### config.mk
export PLATFORM = sky130hd
export DESIGN_NAME = pushbutton_alu_seq
export DESIGN_NICKNAME = d
export VERILOG_FILES = /design/src/rtl/alu_seq_pkg.sv /design/src/rtl/pb_conditioner.sv /design/src/rtl/pushbutton_alu_seq.sv
export SDC_FILE = /design/constraint.sdc
export NUM_CORES = 1
export LEC_CHECK = 0
export CAP_MARGIN = 25
export CORE_AREA = 2 2 51 53
export CTS_CLUSTER_SIZE = 8
export DETAILED_ROUTE_END_ITERATION = 16
export DIE_AREA = 0 0 53 55
export GPL_ROUTABILITY_DRIVEN = 0
export HOLD_SLACK_MARGIN = 0.05
export PLACE_DENSITY = 0.7
export SLEW_MARGIN = 20
export SYNTH_ARGS = -nofsm -noshare
export SYNTH_HDL_FRONTEND = slang
export SYNTH_HIERARCHICAL = 1
export SYNTH_SLANG_ARGS = --single-unit
### constraint.sdc
create_clock -name clk -period 4.41 [get_ports clk]
set_clock_uncertainty 0.05 [all_clocks]
set_input_delay 0.882 -clock clk [delete_from_list [all_inputs] [get_ports clk]]
set_output_delay 0.882 -clock clk [all_outputs]
set_load 0.1 [all_outputs]
### src/rtl/alu_seq_pkg.sv
// Shared operation codes for the push-button ALU sequencer.
// The values are also the encoding of the last_op output.
package alu_seq_pkg;

  localparam logic [1:0] OP_NONE = 2'b00;
  localparam logic [1:0] OP_AND  = 2'b01;
  localparam logic [1:0] OP_ADD  = 2'b10;

endpackage

### src/rtl/pb_conditioner.sv
// Raw push-button conditioning: a synchroniser, then a debouncer, then a rising-edge detector.
// Each debounced press gives a single one-cycle pulse.
module pb_conditioner #(
  parameter int SYNC_STAGES     = 2,
  parameter int DEBOUNCE_CYCLES = 4
) (
  input  logic clk,
  input  logic rst_n,
  input  logic raw,
  output logic level,
  output logic press
);

  localparam int CW = $clog2(DEBOUNCE_CYCLES) + 1;
  localparam logic [CW-1:0] CNT_LAST = CW'(DEBOUNCE_CYCLES - 1);

  logic [SYNC_STAGES-1:0] sync;
  logic                   s;
  logic [CW-1:0]          cnt;
  logic                   deb;
  logic                   deb_q;

  assign s = sync[SYNC_STAGES-1];

  // NOTE: state registers use non-blocking assignments, so each flop samples the value
  // that the previous stage held before the edge.
  always_ff @(posedge clk or negedge rst_n) begin
    if (!rst_n) begin
      sync  <= '0;
      cnt   <= '0;
      deb   <= 1'b0;
      deb_q <= 1'b0;
    end else begin
      sync  <= {sync[SYNC_STAGES-2:0], raw};
      deb_q <= deb;
      if (s == deb) begin
        cnt <= '0;
      end else if (cnt == CNT_LAST) begin
        deb <= s;
        cnt <= '0;
      end else begin
        cnt <= cnt + CW'(1);
      end
    end
  end

  assign level = deb;
  assign press = deb & ~deb_q;

endmodule

### src/rtl/pushbutton_alu_seq.sv
// Two-button AND/ADD unit with a registered result, a carry flag and a one-cycle valid pulse.
// In accumulate mode the stored result is used in place of operand A.
module pushbutton_alu_seq
  import alu_seq_pkg::*;
#(
  parameter int WIDTH           = 4,
  parameter int SYNC_STAGES     = 2,
  parameter int DEBOUNCE_CYCLES = 4
) (
  input  logic             clk,
  input  logic             rst_n,
  input  logic             LEFT_pushbutton,
  input  logic             RIGHT_pushbutton,
  input  logic             ACC_mode,
  input  logic [WIDTH-1:0] A,
  input  logic [WIDTH-1:0] B,
  output logic [WIDTH-1:0] result,
  output logic             carry,
  output logic             valid,
  output logic [1:0]       last_op
);

  logic             left_press;
  logic             right_press;
  logic             unused_left_level;
  logic             unused_right_level;
  logic [WIDTH-1:0] x;
  logic [WIDTH:0]   sum;

  pb_conditioner #(
    .SYNC_STAGES     (SYNC_STAGES),
    .DEBOUNCE_CYCLES (DEBOUNCE_CYCLES)
  ) u_left (
    .clk   (clk),
    .rst_n (rst_n),
    .raw   (LEFT_pushbutton),
    .level (unused_left_level),
    .press (left_press)
  );

  pb_conditioner #(
    .SYNC_STAGES     (SYNC_STAGES),
    .DEBOUNCE_CYCLES (DEBOUNCE_CYCLES)
  ) u_right (
    .clk   (clk),
    .rst_n (rst_n),
    .raw   (RIGHT_pushbutton),
    .level (unused_right_level),
    .press (right_press)
  );

  assign x   = ACC_mode ? result : A;
  assign sum = {1'b0, x} + {1'b0, B};

  // Pressing both buttons in the same cycle clears the result.
  // A press on one button alone runs its own operation.
  always_ff @(posedge clk or negedge rst_n) begin
    if (!rst_n) begin
      result  <= '0;
      carry   <= 1'b0;
      valid   <= 1'b0;
      last_op <= OP_NONE;
    end else begin
      valid <= left_press | right_press;
      if (left_press && right_press) begin
        result  <= '0;
        carry   <= 1'b0;
        last_op <= OP_NONE;
      end else if (left_press) begin
        result  <= x & B;
        carry   <= 1'b0;
        last_op <= OP_AND;
      end else if (right_press) begin
        result  <= sum[WIDTH-1:0];
        carry   <= sum[WIDTH];
        last_op <= OP_ADD;
      end
    end
  end

endmodule
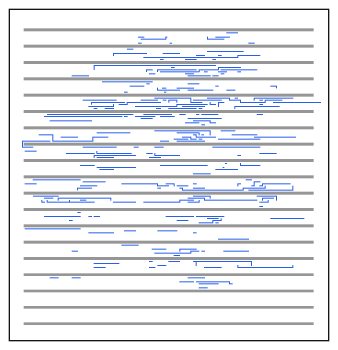
*Met1 routing, run 1*
Scale: 6 px per um. Supply wires on this layer in grey.
wire length on this layer: 728 um
share of all routed wire: 48%
longest straight run: 20.2 um
nets with wire on the layer: 104
main direction: horizontal
GRT met1 Usage: 16.35%
via count: 638

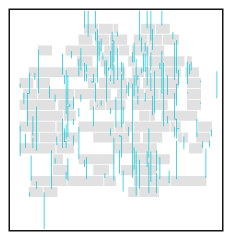
*Met2 routing, run 1*
Scale: 4 px per um. Cells faint in the background.
wire length on this layer: 681 um
main direction: vertical
final wirelength: 1.524 mm
GR met2 Demand/Resource: 19.38%

==> impl_metrics.env, run 1 <==
# flow metrics
export IMPL_comb_power_share_pct=56.6
export IMPL_outcome="completed"
export IMPL_yosys_stat_cells=77
export IMPL_fillers=206
export IMPL_min_to="u_right/sync[1]"
export IMPL_finalHoldViolCount=0
export IMPL_regMostFlops="result"
export IMPL_route_detailed_drc=0
export IMPL_ys_seq_elements=22
export IMPL_holdWs_ns=0.3078
export IMPL_worstRegToRegCells=7
export IMPL_hold_buffers=0
export IMPL_coreArea_sq_um=2365
export IMPL_nets=121
export IMPL_logic_family="simple AND/OR/NAND/NOR gates"
export IMPL_ioPinCount=21
export IMPL_cts_root_buf="clkbuf_4"
export IMPL_yosys_warnings=6
export IMPL_top_area_share_pct=54.05
export IMPL_p_int_w=0.0004949
export IMPL_yosysTopAreaCell="dfrtp_1"
export IMPL_cts_htree_levels=1
export IMPL_cp_required_ns=3.48
export IMPL_busiest_layer="met2"
export IMPL_grt_ovfl_total=0
export IMPL_portBuffers=20
export IMPL_cts_sinks=22
export IMPL_clk_latency_ns=0.31
export IMPL_grt_pass1_vias=612
export IMPL_yosysUniqueCellTypes=27
export IMPL_setup_viol=0
export IMPL_simple_gate_area_share_pct=15.23
export IMPL_synthAdderAreaFrac_pct=9.337
export IMPL_first_pass_iters=4
export IMPL_sw_frac_of_total_pct=48.46
export IMPL_p_leak_nw=0.5722
export IMPL_fin_crit_ns=2.771
export IMPL_maxCapViolCount=0
export IMPL_syn_nets=97
export IMPL_finalPower_w=0.0009602
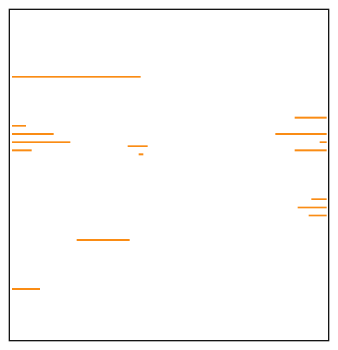
*Metal 3, run 1*
Scale: 6 px per um.
longest straight run: 21.2 um
nets with wire on the layer: 14
share of all routed wire: 5.7%
main direction: horizontal
wire length on this layer: 86.9 um
global-route met3 utilization: 5.376%

## run 1: Yosys cell counts
cell,instances
a21boi_0,1
a21oi_1,1
a311oi_1,1
and2b_1,1
and3b_1,1
buf_4,1
buf_6,1
dfrtp_1,22
fa_1,1
ha_1,6
inv_1,5
mux2_1,1
mux2_2,4
mux2i_1,5
nand2b_4,1
nand3_1,1
nor2_1,5
nor2b_1,4
nor2b_4,2
nor3_1,2
nor3b_1,1
nor3b_2,2
o21ai_0,1
o22ai_1,2
o32ai_1,2
or2_2,1
xnor2_1,2
## run 1: final cells by class
class                      instances  area (sq um)  share of cell area, %
inverter                           5         18.77                  1.461
clock buffer                       4         36.28                  2.824
sequential                        22         550.5                  42.84
multi-input combinational         48         430.4                  33.50
tap                               30         37.54                  2.921
timing repair buffer              21         211.5                  16.46
## Run 2: what changed since run 1
--- a/config.mk
+++ b/config.mk
@@ -6,13 +6,13 @@
 export NUM_CORES = 1
 export LEC_CHECK = 0
 export CAP_MARGIN = 25
-export CORE_AREA = 2 2 51 53
+export CORE_AREA = 2 2 52 54
 export CTS_CLUSTER_SIZE = 8
 export DETAILED_ROUTE_END_ITERATION = 16
-export DIE_AREA = 0 0 53 55
+export DIE_AREA = 0 0 54 56
 export GPL_ROUTABILITY_DRIVEN = 0
 export HOLD_SLACK_MARGIN = 0.05
-export PLACE_DENSITY = 0.7
+export PLACE_DENSITY = 0.71
 export SLEW_MARGIN = 20
 export SYNTH_ARGS = -nofsm -noshare
 export SYNTH_HDL_FRONTEND = slang
==> constraint.sdc (replaced) <==
create_clock -name clk -period 2.54 [get_ports clk]
set_clock_uncertainty 0.05 [all_clocks]
set_input_delay 0.508 -clock clk [delete_from_list [all_inputs] [get_ports clk]]
set_output_delay 0.508 -clock clk [all_outputs]
set_load 0.1 [all_outputs]
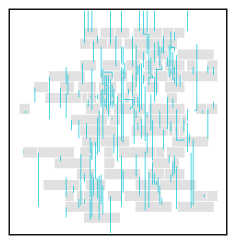
*Met2 routing, run 2*
Scale: 4 px per um. Cells faint in the background.
wire length on this layer: 849 um
share of all routed wire: 50%
nets with wire on the layer: 110
longest straight run: 18.2 um
final wirelength: 1.710 mm
GR met2 Demand/Resource: 21.08%

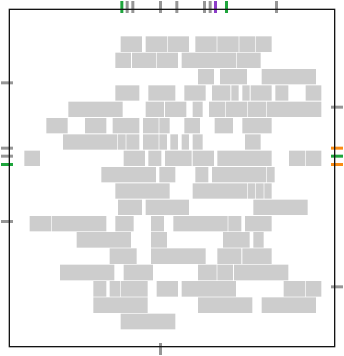
*Pin placement, run 2*
Scale: 6 px per um. Pins as bars across the die edge, other pins in grey.
legend:
  last_op:
    colour: orange
    pins: 2
    direction: output
    edge: right
  result:
    colour: green
    pins: 4
    direction: output
    edge: 2 top, 1 left, 1 right
  ACC_mode:
    colour: purple
    pins: 1
    direction: input
    edge: top
all pins by edge: 10 top, 5 left, 5 right, 1 bottom
die width: 54 um
die y size: 56 um

==> impl_metrics.env, run 2 <==
# flow metrics
export IMPL_outcome="completed"
export IMPL_maxCapViolCount=0
export IMPL_mappedNetlistArea_sq_um=1018
export IMPL_layout_top_cells="22 x dfrtp_1, 12 x clkdlybuf4s50_1, 11 x buf_4"
export IMPL_slowest_stage="clkdlybuf4s50_1"
export IMPL_grt_pass1_vias=707
export IMPL_rr_startpoint="result[0]"
export IMPL_yosysUniqueCellTypes=27
export IMPL_cts_sinks=22
export IMPL_grt_ovfl_total=0
export IMPL_holdCritPathClass="reg -> reg"
export IMPL_fillers=214
export IMPL_via_per_inst=5.015
export IMPL_dieArea_sq_um=3024
export IMPL_sw_frac_of_total_pct=50.02
export IMPL_ys_chip_area_sq_um=1018
export IMPL_edf_count=0
export IMPL_p_int_w=0.0008086
export IMPL_mux_area_share_pct=10.44
export IMPL_largest_reg_flops=4
export IMPL_rows=18
export IMPL_finalHoldViolCount=0
export IMPL_end_kind="register"
export IMPL_first_pass_iters=4
export IMPL_power_density_nw_per_um2=1281
export IMPL_topCellsByArea="dfrtp_1 54%, ha_1 7.4%, mux2i_1 4.9%, mux2_2 4.4%, nor2b_4 2.7%"
export IMPL_cts_root_buf="clkbuf_4"
export IMPL_finalPower_w=0.001618
export IMPL_clk_latency_ns=0.29
export IMPL_synth_cells=77
export IMPL_min_period_over_period_pct=87.95
export IMPL_async_reset_ff_share_pct=100.0
export IMPL_synthAdderAreaFrac_pct=9.337
export IMPL_num_vias=657
export IMPL_nets=123
export IMPL_powerSeq_w=0.000541
export IMPL_ys_seq_share_pct=54.05
export IMPL_crit_cells=8
export IMPL_worstRegToRegCells=7
export IMPL_grt_pass1_wl_mm=2.973
export IMPL_ioPinCount=21
export IMPL_syn_nets=97
export IMPL_syn_to_final_growth_pct=23.96
export IMPL_route_detailed_drc=0
export IMPL_ys_seq_elements=22
export IMPL_drv_slew=0
export IMPL_logic_family="simple AND/OR/NAND/NOR gates"
export IMPL_p_clk_w=0.000148
export IMPL_simple_gate_area_share_pct=15.23
export IMPL_ff_type="dfrtp_1"
export IMPL_yosys_stat_cells=77
export IMPL_startpoint="ACC_mode"
export IMPL_top_area_share_pct=54.05
export IMPL_yosys_warnings=6
export IMPL_dpl_hpwl_mm=1.308
export IMPL_holdWs_ns=0.3130
export IMPL_min_to="u_right/sync[1]"
export IMPL_regMostFlops="result"
export IMPL_comb_power_share_pct=57.4
export IMPL_p_sw_w=0.0008092
export IMPL_path_cells="clkdlybuf4s50_1 -> mux2_2 -> ha_1 -> inv_1 -> fa_1 -> and2b_1 -> o21ai_0 -> a311oi_1"
export IMPL_portBuffers=20
export IMPL_coreArea_sq_um=2432
export IMPL_setup_ws_ns=0.3060
export IMPL_fp_utilization_pct=41.87
export IMPL_yosysTopAreaCell="dfrtp_1"
export IMPL_drtIter0Drc=7
export IMPL_fin_crit_ns=2.234
export IMPL_critPathKind="in -> reg"
export IMPL_ys_top_cells_by_count="22 x dfrtp_1, 6 x ha_1, 5 x inv_1, 5 x mux2i_1, 5 x nor2_1"
export IMPL_yosysMostFrequentCell="dfrtp_1"
export IMPL_setup_viol=0
export IMPL_crit_fanout=3
export IMPL_ant_nets=0
export IMPL_p_leak_nw=0.5840
export IMPL_cp_required_ns=2.69
export IMPL_setup_tns_ns=0
export IMPL_cts_htree_levels=1
export IMPL_ys_sh_aoi_pct=5.528
export IMPL_hold_buffers=0
## run 2: cell counts after synthesis
Identical to the previous run, type by type.
## run 2: kinds of logic (layout without fill, tap and decap cells)
group / Yosys count / after routing
flops: 22 / 22
simple gates: 21 / 21
mux: 10 / 10
compound gates: 8 / 8
fa+ha+maj: 7 / 7
buf+inv: 7 / 31
xor+xnor: 2 / 2
## run 2: final cells by class
type	instances	area (sq um)	share of cell area, %
sequential	22	550.5	43.61
multi-input combinational	48	430.4	34.09
tap	30	37.54	2.973
inverter	5	18.77	1.487
clock buffer	3	22.52	1.784
timing repair buffer	23	202.7	16.06
## run 2: routing by layer
layer,global-route usage (%),vias up,wire length [um]
met5,0,-,0
met2,21.08,14,848
met3,3.763,2,84
met4,5.357,0,14
met1,16.84,329,762
li1,-,312,-
